**src/rtl/pair_judge.sv**
```systemverilog
// Two-player memory-game turn judge: collects two picks, holds them face-up,
// then scores a pair or hands the turn over; also enforces a per-turn time limit.
module pair_judge #(
  parameter int unsigned SHOW_CYCLES = 25000000,
  parameter int unsigned TURN_CYCLES = 250000000,
  parameter int unsigned PAIRS       = 8
) (
  input  logic       clk,
  input  logic       rst,
  input  logic       select,
  input  logic [3:0] cursor,
  input  logic [3:0] card_label,
  input  logic       card_taken,
  output logic       player,
  output logic       par,
  output logic       hide,
  output logic [3:0] first_idx,
  output logic [3:0] second_idx,
  output logic [3:0] score0,
  output logic [3:0] score1,
  output logic       busy,
  output logic       stop_timer,
  output logic       finish,
  output logic [1:0] winner
);

  localparam int unsigned HW = (SHOW_CYCLES > 1) ? $clog2(SHOW_CYCLES) : 1;
  localparam int unsigned TW = $clog2(TURN_CYCLES);
  localparam logic [HW-1:0] HoldLoad = HW'(SHOW_CYCLES - 1);
  localparam logic [TW-1:0] TurnLast = TW'(TURN_CYCLES - 1);
  localparam logic [3:0]    PairsW   = 4'(PAIRS);

  typedef enum logic [1:0] {StWait1, StWait2, StHold, StDone} state_e;

  state_e        state_q, state_d;
  logic          player_q, player_d;
  logic [3:0]    first_idx_q, first_idx_d;
  logic [3:0]    second_idx_q, second_idx_d;
  logic [3:0]    first_label_q, first_label_d;
  logic          match_q, match_d;
  logic [3:0]    score0_q, score0_d;
  logic [3:0]    score1_q, score1_d;
  logic [3:0]    matched_q, matched_d;
  logic [HW-1:0] hold_q, hold_d;
  logic [TW-1:0] turn_q, turn_d;
  logic          par_q, par_d;
  logic          hide_q, hide_d;
  logic          stop_q, stop_d;

  logic pick_ok;
  logic pick2_ok;
  logic timeout;

  assign pick_ok  = select && !card_taken;
  assign pick2_ok = pick_ok && (cursor != first_idx_q);
  assign timeout  = (turn_q == TurnLast);

  // Next-state: picks, hold countdown with judgement, turn timeout.
  always_comb begin
    state_d       = state_q;
    player_d      = player_q;
    first_idx_d   = first_idx_q;
    second_idx_d  = second_idx_q;
    first_label_d = first_label_q;
    match_d       = match_q;
    score0_d      = score0_q;
    score1_d      = score1_q;
    matched_d     = matched_q;
    hold_d        = hold_q;
    turn_d        = turn_q;
    par_d         = 1'b0;
    hide_d        = 1'b0;
    stop_d        = 1'b0;
    unique case (state_q)
      StWait1: begin
        if (pick_ok) begin
          first_idx_d   = cursor;
          first_label_d = card_label;
          turn_d        = '0;
          state_d       = StWait2;
        end else if (timeout) begin
          stop_d   = 1'b1;
          player_d = ~player_q;
          turn_d   = '0;
        end else begin
          turn_d = turn_q + TW'(1);
        end
      end
      StWait2: begin
        // A valid pick beats a same-cycle timeout.
        if (pick2_ok) begin
          second_idx_d = cursor;
          match_d      = (card_label == first_label_q);
          hold_d       = HoldLoad;
          turn_d       = '0;
          state_d      = StHold;
        end else if (timeout) begin
          stop_d   = 1'b1;
          hide_d   = 1'b1;
          player_d = ~player_q;
          turn_d   = '0;
          state_d  = StWait1;
        end else begin
          turn_d = turn_q + TW'(1);
        end
      end
      StHold: begin
        if (hold_q == '0) begin
          turn_d = '0;
          if (match_q) begin
            par_d     = 1'b1;
            matched_d = matched_q + 4'd1;
            if (!player_q && score0_q != 4'hf) score0_d = score0_q + 4'd1;
            if (player_q && score1_q != 4'hf)  score1_d = score1_q + 4'd1;
            state_d = (matched_q + 4'd1 == PairsW) ? StDone : StWait1;
          end else begin
            hide_d   = 1'b1;
            player_d = ~player_q;
            state_d  = StWait1;
          end
        end else begin
          hold_d = hold_q - HW'(1);
        end
      end
      StDone: begin
      end
      default: state_d = StWait1;
    endcase
  end

  // State and datapath registers, asynchronously cleared.
  always_ff @(posedge clk or negedge rst) begin
    if (!rst) begin
      state_q       <= StWait1;
      player_q      <= 1'b0;
      first_idx_q   <= '0;
      second_idx_q  <= '0;
      first_label_q <= '0;
      match_q       <= 1'b0;
      score0_q      <= '0;
      score1_q      <= '0;
      matched_q     <= '0;
      hold_q        <= '0;
      turn_q        <= '0;
      par_q         <= 1'b0;
      hide_q        <= 1'b0;
      stop_q        <= 1'b0;
    end else begin
      state_q       <= state_d;
      player_q      <= player_d;
      first_idx_q   <= first_idx_d;
      second_idx_q  <= second_idx_d;
      first_label_q <= first_label_d;
      match_q       <= match_d;
      score0_q      <= score0_d;
      score1_q      <= score1_d;
      matched_q     <= matched_d;
      hold_q        <= hold_d;
      turn_q        <= turn_d;
      par_q         <= par_d;
      hide_q        <= hide_d;
      stop_q        <= stop_d;
    end
  end

  // Status outputs decoded from state and scores.
  always_comb begin
    winner = 2'b00;
    if (state_q == StDone) begin
      if (score0_q > score1_q)      winner = 2'b01;
      else if (score1_q > score0_q) winner = 2'b10;
      else                          winner = 2'b11;
    end
  end

  assign player     = player_q;
  assign par        = par_q;
  assign hide       = hide_q;
  assign stop_timer = stop_q;
  assign first_idx  = first_idx_q;
  assign second_idx = second_idx_q;
  assign score0     = score0_q;
  assign score1     = score1_q;
  assign busy       = (state_q == StHold);
  assign finish     = (state_q == StDone);

endmodule

```
**config.mk**
```make
export PLATFORM = sky130hd
export DESIGN_NAME = pair_judge
export DESIGN_NICKNAME = d
export VERILOG_FILES = /design/src/rtl/pair_judge.sv
export SDC_FILE = /design/constraint.sdc
export NUM_CORES = 1
export LEC_CHECK = 0
export ABC_AREA = 1
export CAP_MARGIN = 20
export CORE_MARGIN = 2
export CORE_UTILIZATION = 57
export CTS_CLUSTER_DIAMETER = 50
export CTS_CLUSTER_SIZE = 8
export DETAILED_ROUTE_END_ITERATION = 6
export GPL_ROUTABILITY_DRIVEN = 0
export PLACE_DENSITY = 0.78
export SLEW_MARGIN = 20
export SYNTH_ARGS = -nofsm -noshare
export SYNTH_HDL_FRONTEND = slang
export SYNTH_SLANG_ARGS = --single-unit
```
**constraint.sdc**
```tcl
create_clock -name clk -period 4.8 [get_ports clk]
set_input_delay 0.72 -clock clk [delete_from_list [all_inputs] [get_ports clk]]
set_output_delay 0.72 -clock clk [all_outputs]
set_load 0.02 [all_outputs]
```
==> flow_summary_export.csv, run 1 <==
group,metric,value,unit
grt,grt_pass1_wl,20.53,mm
timing,setup_ws,1.746,ns
power,sw_frac_of_total,0.4195,
final_layout,largest_reg_flops,28,
floorplanning,die_h,99.81,um
final_layout,drive_above_1_share,0.04286,
final_layout,n_all_inverters,89,
final_layout,final-seq-area,2102,um^2
final_layout,area_growth,11.19,%
final_layout,filler_cell_count,746,
logic_synthesis,synthAdderAreaFrac,0.03826,
final_layout,clock_cell_area_share,0.03355,
cts,ctsHoldBuffers,0,
job,warnings,32,
floorplanning,coreArea,8806,um^2
floorplanning,chipWidth,99.81,um
grt,antenna_found_initial,0,
place,post-place-cells,862,
cts,cts.root.buffer_cell,"clkbuf_8",
floorplanning,chip_area,9962,um^2
logic_synthesis,yosys_cells,735,
timing,setup_viol_count_final,0,
final_layout,finish.instance_area,5818,um^2
place,placed_area,5614,um^2
logic_synthesis,ys_sh_xor,0.05858,
logic_synthesis,syn-num-nets,763,
floorplanning,n_tap_cell,108,
worst_setup_path,crit_type,"reg -> out",
final_layout,combGateArea,2700,um^2
final_layout,sh_seq_area,0.3613,
logic_synthesis,logic_family,"simple AND/OR/NAND/NOR gates",
power,p_comb_frac,0.392,
logic_synthesis,async_reset_ff_frac,1.000,
power,switching_power,1.040,mW
final_layout,buf_share,0.06043,
grt,grt-busiest-layer,"met2",
cts,cts_tree,"done",
final_layout,final_cells,878,
grt,met3_usage,0.04387,
logic_synthesis,mux_share,0.008608,
logic_synthesis,netlist_area,5233,um^2
power,p_clk,0.516,mW
grt,grt-ovfl-total,0,
logic_synthesis,ys_types,32,
logic_synthesis,ys.flops,84,
drt,first_pass_iters,5,
final_layout,reg_top3,"turn_q x28, hold_q x25",
power,power,2.479,mW
final_layout,flop-count,84,
place,dp_hpwl,8.373,mm
logic_synthesis,ys_area,5233,um^2
run_status,status,"complete, no violations",
timing,rsz0062_at_grt,"false",
drt,route.detailed.drc,0,
timing,setup-tns-final,0,ns
place,post-place-ws,1.684,ns
cts,cts_setup_buffers,0,
logic_synthesis,yosys_warnings,0,
worst_hold_path,worstHoldPathType,"in -> async",
final_layout,n_all_buffers,35,
worst_setup_path,worstPathRequired,4.08,ns
logic_synthesis,synth_compound_gate_area_share,0.06695,
job,drv_cap,0,
logic_synthesis,synth_area_per_cell,7.119,um^2
timing,period_minus_slack,3.054,ns
worst_setup_path,end_kind,"output pin",
drt,drt_first_iter_violations,226,
power,vdd_ir_drop_max,0.2594,mV
timing,fin_hold_ws,0.4097,ns
drt,wl_per_cell,13.28,um
floorplanning,row_count,34,
floorplanning,ios,36,
cts,ctsHtreeMaxLevel,3,
worst_setup_path,cp-start-kind,"flip-flop",
grt,gr-usage-met1,0.3220,
logic_synthesis,simple_gate_area_frac,0.3427,
final_layout,antenna_cells,0,
grt,use_met2,0.4267,
final_layout,regMostFlops,"turn_q",
final_layout,clockBufferCount,13,
power,power_leader,"sequential cells",
power,p_leak,2.771,nW
floorplanning,fp_util,0.5942,
grt,grt_max_degree,85,
timing,post-route-period-util,0.6362,
final_layout,layout_top_cell,"nand2_1",
timing,hold_viol_final,0,
logic_synthesis,postSynthSeqShare,0.4017,
final_layout,comb_cells,546,
power,seqPwrFrac,0.400,
place,port_buffers,35,
final_layout,lay_top_cells,"221 x nand2_1, 112 x nor2_1, 88 x inv_1",
worst_setup_path,worst-path-max-fanout,4,
grt,grt_pass1_vias,4687,
power,power_density,426.1,nW/um^2
logic_synthesis,edf_count,0,
final_layout,post-route-util,0.6607,
cts,ctsResizeCount,0,
power,p_int,1.439,mW
final_layout,largest_cell_class,"combinational gates",
logic_synthesis,synthCells,735,
power,comb_power,0.971,mW
final_layout,sh_comb_area,0.4641,
timing,report.final.slew_viol_count,0,
cts,cts_buffers,9,
drt,routed_wl,11.66,mm
power,powerSeq,0.993,mW
==> run 1: critical path, stage by stage, from the launching register on <==
cell and delay, ns:
dfrtp_1 0.41, inv_1 0.07, ha_1 0.31, inv_1 0.06
nor2_1 0.03, o21ai_0 0.23, nand2_1 0.08, a21oi_1 0.16
clkdlybuf4s50_1 0.63
==> run 1: cell usage after synthesis, types with 3 or more instances <==
cell type | count | area share
nand2_1 | 221 | 0.16
xnor2_1 | 10 | 0.017
o21ai_0 | 41 | 0.039
dfrtp_1 | 84 | 0.40
nand4_1 | 16 | 0.019
ha_1 | 16 | 0.038
a21oi_1 | 7 | 0.0067
buf_4 | 3 | 0.0043
nor3_1 | 12 | 0.011
buf_6 | 3 | 0.0065
o21bai_1 | 5 | 0.0072
buf_2 | 5 | 0.0048
nor2_2 | 6 | 0.0072
nand3_1 | 51 | 0.049
o21ai_1 | 7 | 0.0067
nor2_1 | 112 | 0.080
inv_1 | 88 | 0.063
xor2_1 | 25 | 0.042
mux2_2 | 4 | 0.0086
clkbuf_1 | 4 | 0.0029
==> run 1: worst paths after layout <==
path	from	end	slack, ns	depth (start not counted)
max reg2reg	hold_q[9]$_DFFE_PN0P_	turn_q[5]$_DFFE_PN0P_	1.96	8
min in group clk	second_idx[1]$_DFFE_PN0P_	second_idx[1]$_DFFE_PN0P_	0.50	2
min	rst	score1[1]$_DFFE_PN0P_	0.41	1
max in group asynchronous	rst	hold_q[3]$_DFFE_PN0P_	3.87	1
min reg2reg	second_idx[1]$_DFFE_PN0P_	second_idx[1]$_DFFE_PN0P_	0.50	2
max	score0[1]$_DFFE_PN0P_	winner[0]	1.75	8
==> run 1: metal layers <==
metal	vias to the layer above	share of wire	wire [um]
met5	-	0	0
met4	0	0.023	267
met3	28	0.034	399
met2	110	0.48	5623
met1	2176	0.46	5365
li1	2368	-	-
Run 1, M1 wires:
Scale bar: 20 um.
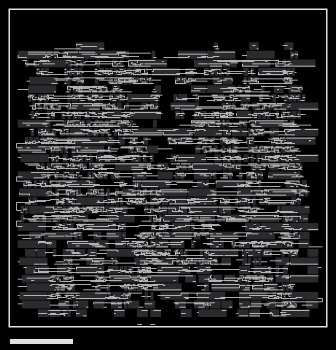
main direction: horizontal
wire length on this layer: 5370 um

Run 1, signal wires on met2:
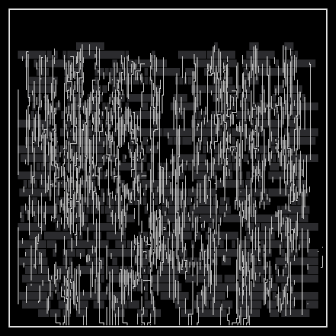
main direction: vertical
longest straight run: 36.4 um
share of all routed wire: 48%

Run 1, the metal 3 layer:
Scale bar: 20 um.
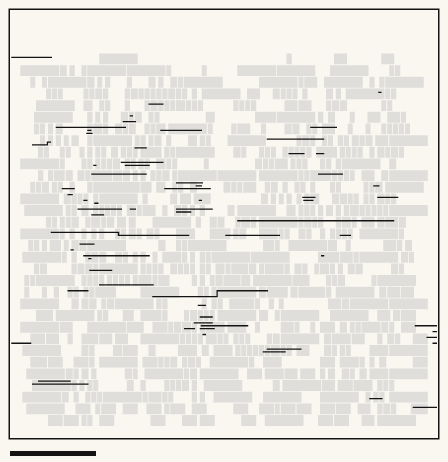
main direction: horizontal
wire length on this layer: 399 um
longest straight run: 36.3 um

Run 1, sequential cells colored by netlist name:
Other sequential cells in the stronger gray, the rest of the logic in the fainter gray.
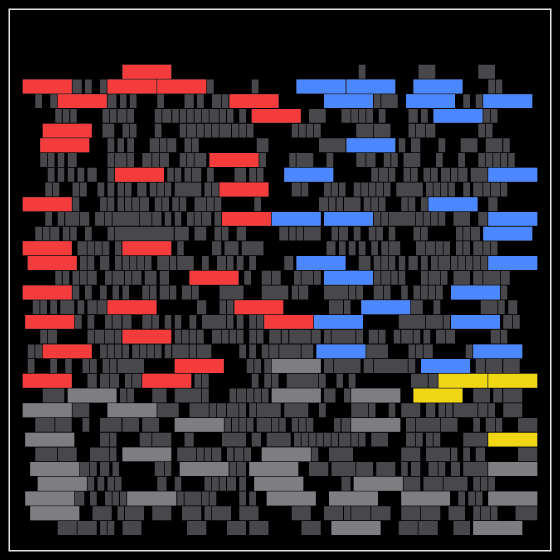
legend:
  blue:
    netlist_name: hold_q
    sequential_cells: 25
  red:
    netlist_name: turn_q
    sequential_cells: 28
  yellow:
    netlist_name: score0
    sequential_cells: 4
not colored: 27

Run 1, placement view:
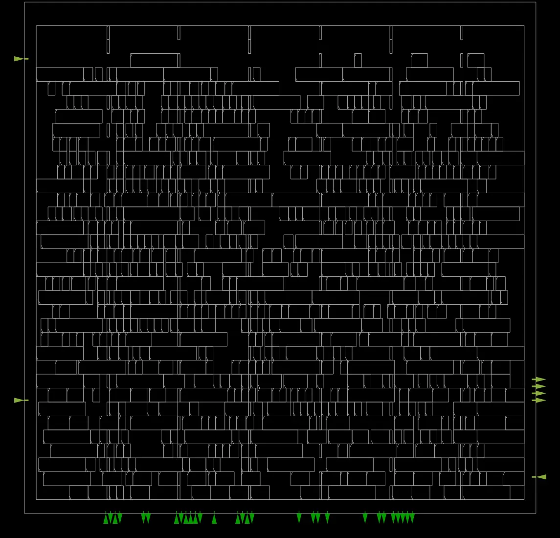

## Run 2: what changed since run 1
==> constraint.sdc (replaced) <==
create_clock -name clk -period 3.1 [get_ports clk]
set_input_delay 0.465 -clock clk [delete_from_list [all_inputs] [get_ports clk]]
set_output_delay 0.465 -clock clk [all_outputs]
set_load 0.02 [all_outputs]
Run 2, placement view:
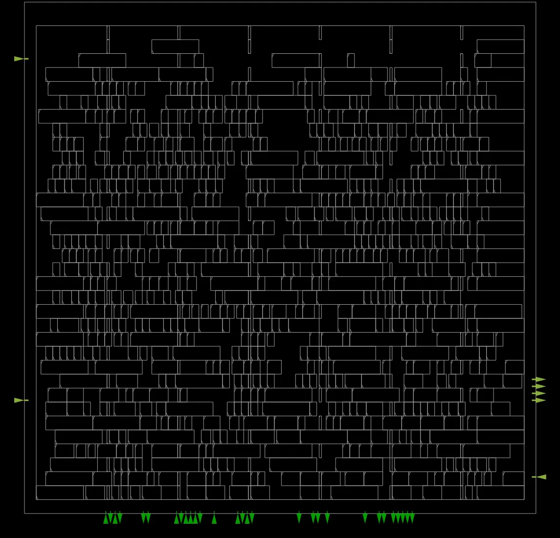
Core ar.: 8806 um^2
fraction of area in registers: 0.3605
fill cell count: 770
Flops: 84
Final Util: 0.6621

Run 2, signal wires on met2:
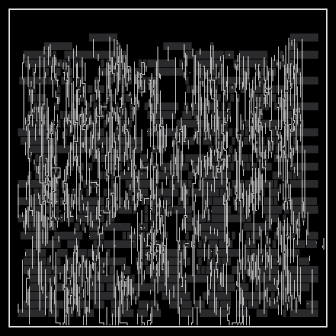
wire length on this layer: 5690 um
main direction: vertical
longest straight run: 51.5 um
share of all routed wire: 49%

==> flow_summary_export.csv, run 2 <==
group,metric,value,unit
logic_synthesis,netlist_area,5233,um^2
grt,grt-busiest-layer,"met2",
cts,ctsResizeCount,0,
job,warnings,32,
worst_setup_path,critPathBufInv,3,
timing,rsz0062_at_grt,"false",
grt,gr-usage-met1,0.3234,
timing,finClkSkew,0.01449,ns
final_layout,reg_top3,"turn_q x28, hold_q x25",
place,port_buffers,35,
final_layout,largest_reg_flops,28,
grt,antenna_found_initial,0,
cts,path_clk_slew,0.09,ns
logic_synthesis,synthCells,735,
worst_hold_path,worstHoldPathType,"in -> async",
timing,post-route-period-util,0.8921,
power,comb_power,1.50,mW
worst_setup_path,crit_chain,"inv_1 > ha_1 > inv_1 > nor2_1 > o21ai_0 > nand2_1 > a21oi_1 > clkdlybuf4s50_1",
floorplanning,ios,36,
timing,hold_viol_final,0,
logic_synthesis,mux_share,0.008608,
power,power_leader,"sequential cells",
grt,use_met2,0.4366,
logic_synthesis,synth_area_per_cell,7.119,um^2
worst_setup_path,worst-path-max-fanout,4,
logic_synthesis,yosys_cells,735,
drt,dr_wl_met2,5.688,mm
cts,ctsHtreeMaxLevel,3,
drt,first_pass_iters,5,
power,p_int,2.214,mW
logic_synthesis,simple_gate_area_frac,0.3427,
worst_setup_path,cpMostUsedCell,"inv_1",
final_layout,regMostFlops,"turn_q",
final_layout,lay_top_cells,"221 x nand2_1, 112 x nor2_1, 88 x inv_1",
timing,setup-tns-final,0,ns
logic_synthesis,edf_count,0,
power,vdd_ir_drop_max,0.5717,mV
logic_synthesis,async_reset_ff_frac,1.000,
worst_setup_path,slowest_delay,0.63,ns
power,power,3.826,mW
floorplanning,fp_util,0.5942,
logic_synthesis,yosys_warnings,0,
power,p_leak,2.771,nW
drt,wl_per_cell,13.23,um
power,power_density,656.2,nW/um^2
drt,drt_first_iter_violations,238,
floorplanning,die_h,99.81,um
grt,grt_pass1_vias,4653,
final_layout,fin_nets,795,
timing,setup_viol_count_final,0,
power,sw_frac_of_total,0.4213,
logic_synthesis,synth_compound_gate_area_share,0.06695,
logic_synthesis,synth_top_cell_by_area,"dfrtp_1",
logic_synthesis,synth_top_cell_by_count,"nand2_1",
run_status,status,"complete, no violations",
drt,wl_met3,345,um
power,switching_power,1.612,mW
worst_setup_path,cp-start-kind,"flip-flop",
power,p_comb_frac,0.393,
logic_synthesis,syn-num-nets,763,
drt,viasPerCell,5.261,
logic_synthesis,synthAdderAreaFrac,0.03826,
grt,met3_usage,0.04387,
job,drv_cap,0,
drt,drt-met1-wl,5.348,mm
logic_synthesis,synthTopCellsByArea,"dfrtp_1 40%, nand2_1 16%, nor2_1 8.0%",
power,seqPwrFrac,0.400,
cts,cts_tree,"done",
logic_synthesis,top_area_frac,0.4017,
final_layout,antenna_cells,0,
worst_setup_path,crit_family,"buffers and inverters",
logic_synthesis,ys.flops,84,
floorplanning,chip_area,9962,um^2
floorplanning,chipWidth,99.81,um
logic_synthesis,ys_sh_xor,0.05858,
floorplanning,row_count,34,
logic_synthesis,logic_family,"simple AND/OR/NAND/NOR gates",
drt,route.detailed.drc,0,
logic_synthesis,top_cells_by_count,"221 x nand2_1, 112 x nor2_1, 88 x inv_1, 84 x dfrtp_1, 51 x nand3_1",
final_layout,drive_above_1_share,0.04663,
power,powerSeq,1.53,mW
drt,highest_layer,"met4",
place,dp_hpwl,8.561,mm
cts,cts_buffers,9,
worst_setup_path,worstPathRequired,2.63,ns
final_layout,area_growth,11.43,%
cts,cts.root.buffer_cell,"clkbuf_8",
logic_synthesis,postSynthSeqShare,0.4017,
power,p_clk,0.792,mW
worst_setup_path,crit_type,"reg -> out",
worst_setup_path,end_kind,"output pin",
grt,grt-ovfl-total,0,
logic_synthesis,ys_area,5233,um^2
logic_synthesis,ys_types,32,
cts,cts_setup_buffers,0,
timing,report.final.slew_viol_count,0,
drt,routed_wl,11.64,mm
cts,ctsHoldBuffers,0,
grt,grt_max_degree,85,
timing,period_minus_slack,2.765,ns
grt,grt_pass1_wl,20.61,mm
final_layout,layout_top_cell,"nand2_1",
Run 2, M1 wires:
Scale bar: 20 um.
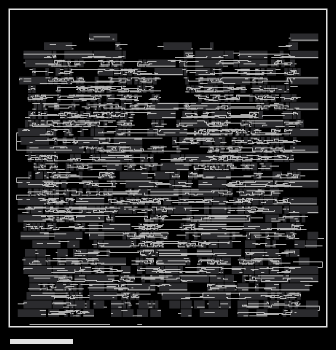
wire length on this layer: 5350 um
main direction: horizontal
nets with wire on the layer: 744
share of all routed wire: 46%

==> run 2: layout make-up <==
class,instances,area [um^2],share of cell area
multi-input cells,546,2700,0.4631
flip-flops and latches,84,2102,0.3605
repair buffers,37,366.6,0.06288
inverters,89,334.1,0.05730
well taps,108,135.1,0.02318
clock buffers,11,131.4,0.02253
clock inverters,5,61.31,0.01052
==> run 2: final timing paths <==
check                                               start                        end  slack [ns]  cells after the start
min in group clk                second_idx[0]$_DFFE_PN0P_  second_idx[0]$_DFFE_PN0P_        0.49                      2
worst max-delay path                score0[1]$_DFFE_PN0P_                  winner[0]        0.33                      8
worst max register to register     state_q[0]$_DFFE_PN0P_      hold_q[1]$_DFFE_PN0P_        0.99                      5
max in group asynchronous                             rst     turn_q[20]$_DFFE_PN0P_        2.43                      1
worst min register to register  second_idx[0]$_DFFE_PN0P_  second_idx[0]$_DFFE_PN0P_        0.49                      2
worst min-delay path                                  rst      score1[3]$_DFFE_PN0P_        0.12                      1
==> run 2: metrics by stage <==
| stage | setup slack (ns) | util | instance area [um^2] | hold slack (ns) | std cells |
|---|---|---|---|---|---|
| after floorplan | 1.112 | - | 5233 | 0.1694 | 735 |
| after global placement | 0.3427 | 0.6392 | 5629 | 0.4668 | 864 |
| after detailed placement | 0.1476 | 0.6392 | 5629 | 0.4761 | 864 |
| after CTS | 0.3325 | 0.6611 | 5822 | 0.3198 | 880 |
| after global routing | 0.1205 | 0.6621 | 5831 | 0.1823 | 880 |
| final | 0.3346 | 0.6621 | 5831 | 0.1154 | 880 |
==> run 2: logic make-up (layout without fill, tap and decap cells) <==
family          Yosys count  in the layout
compound gates           64             64
xor+xnor                 35             35
fa+ha+maj                16             16
buf+inv                 105            142
flops                    84             84
mux                       4              4
simple gates            427            427
Power and IR drop assume default switching activity.
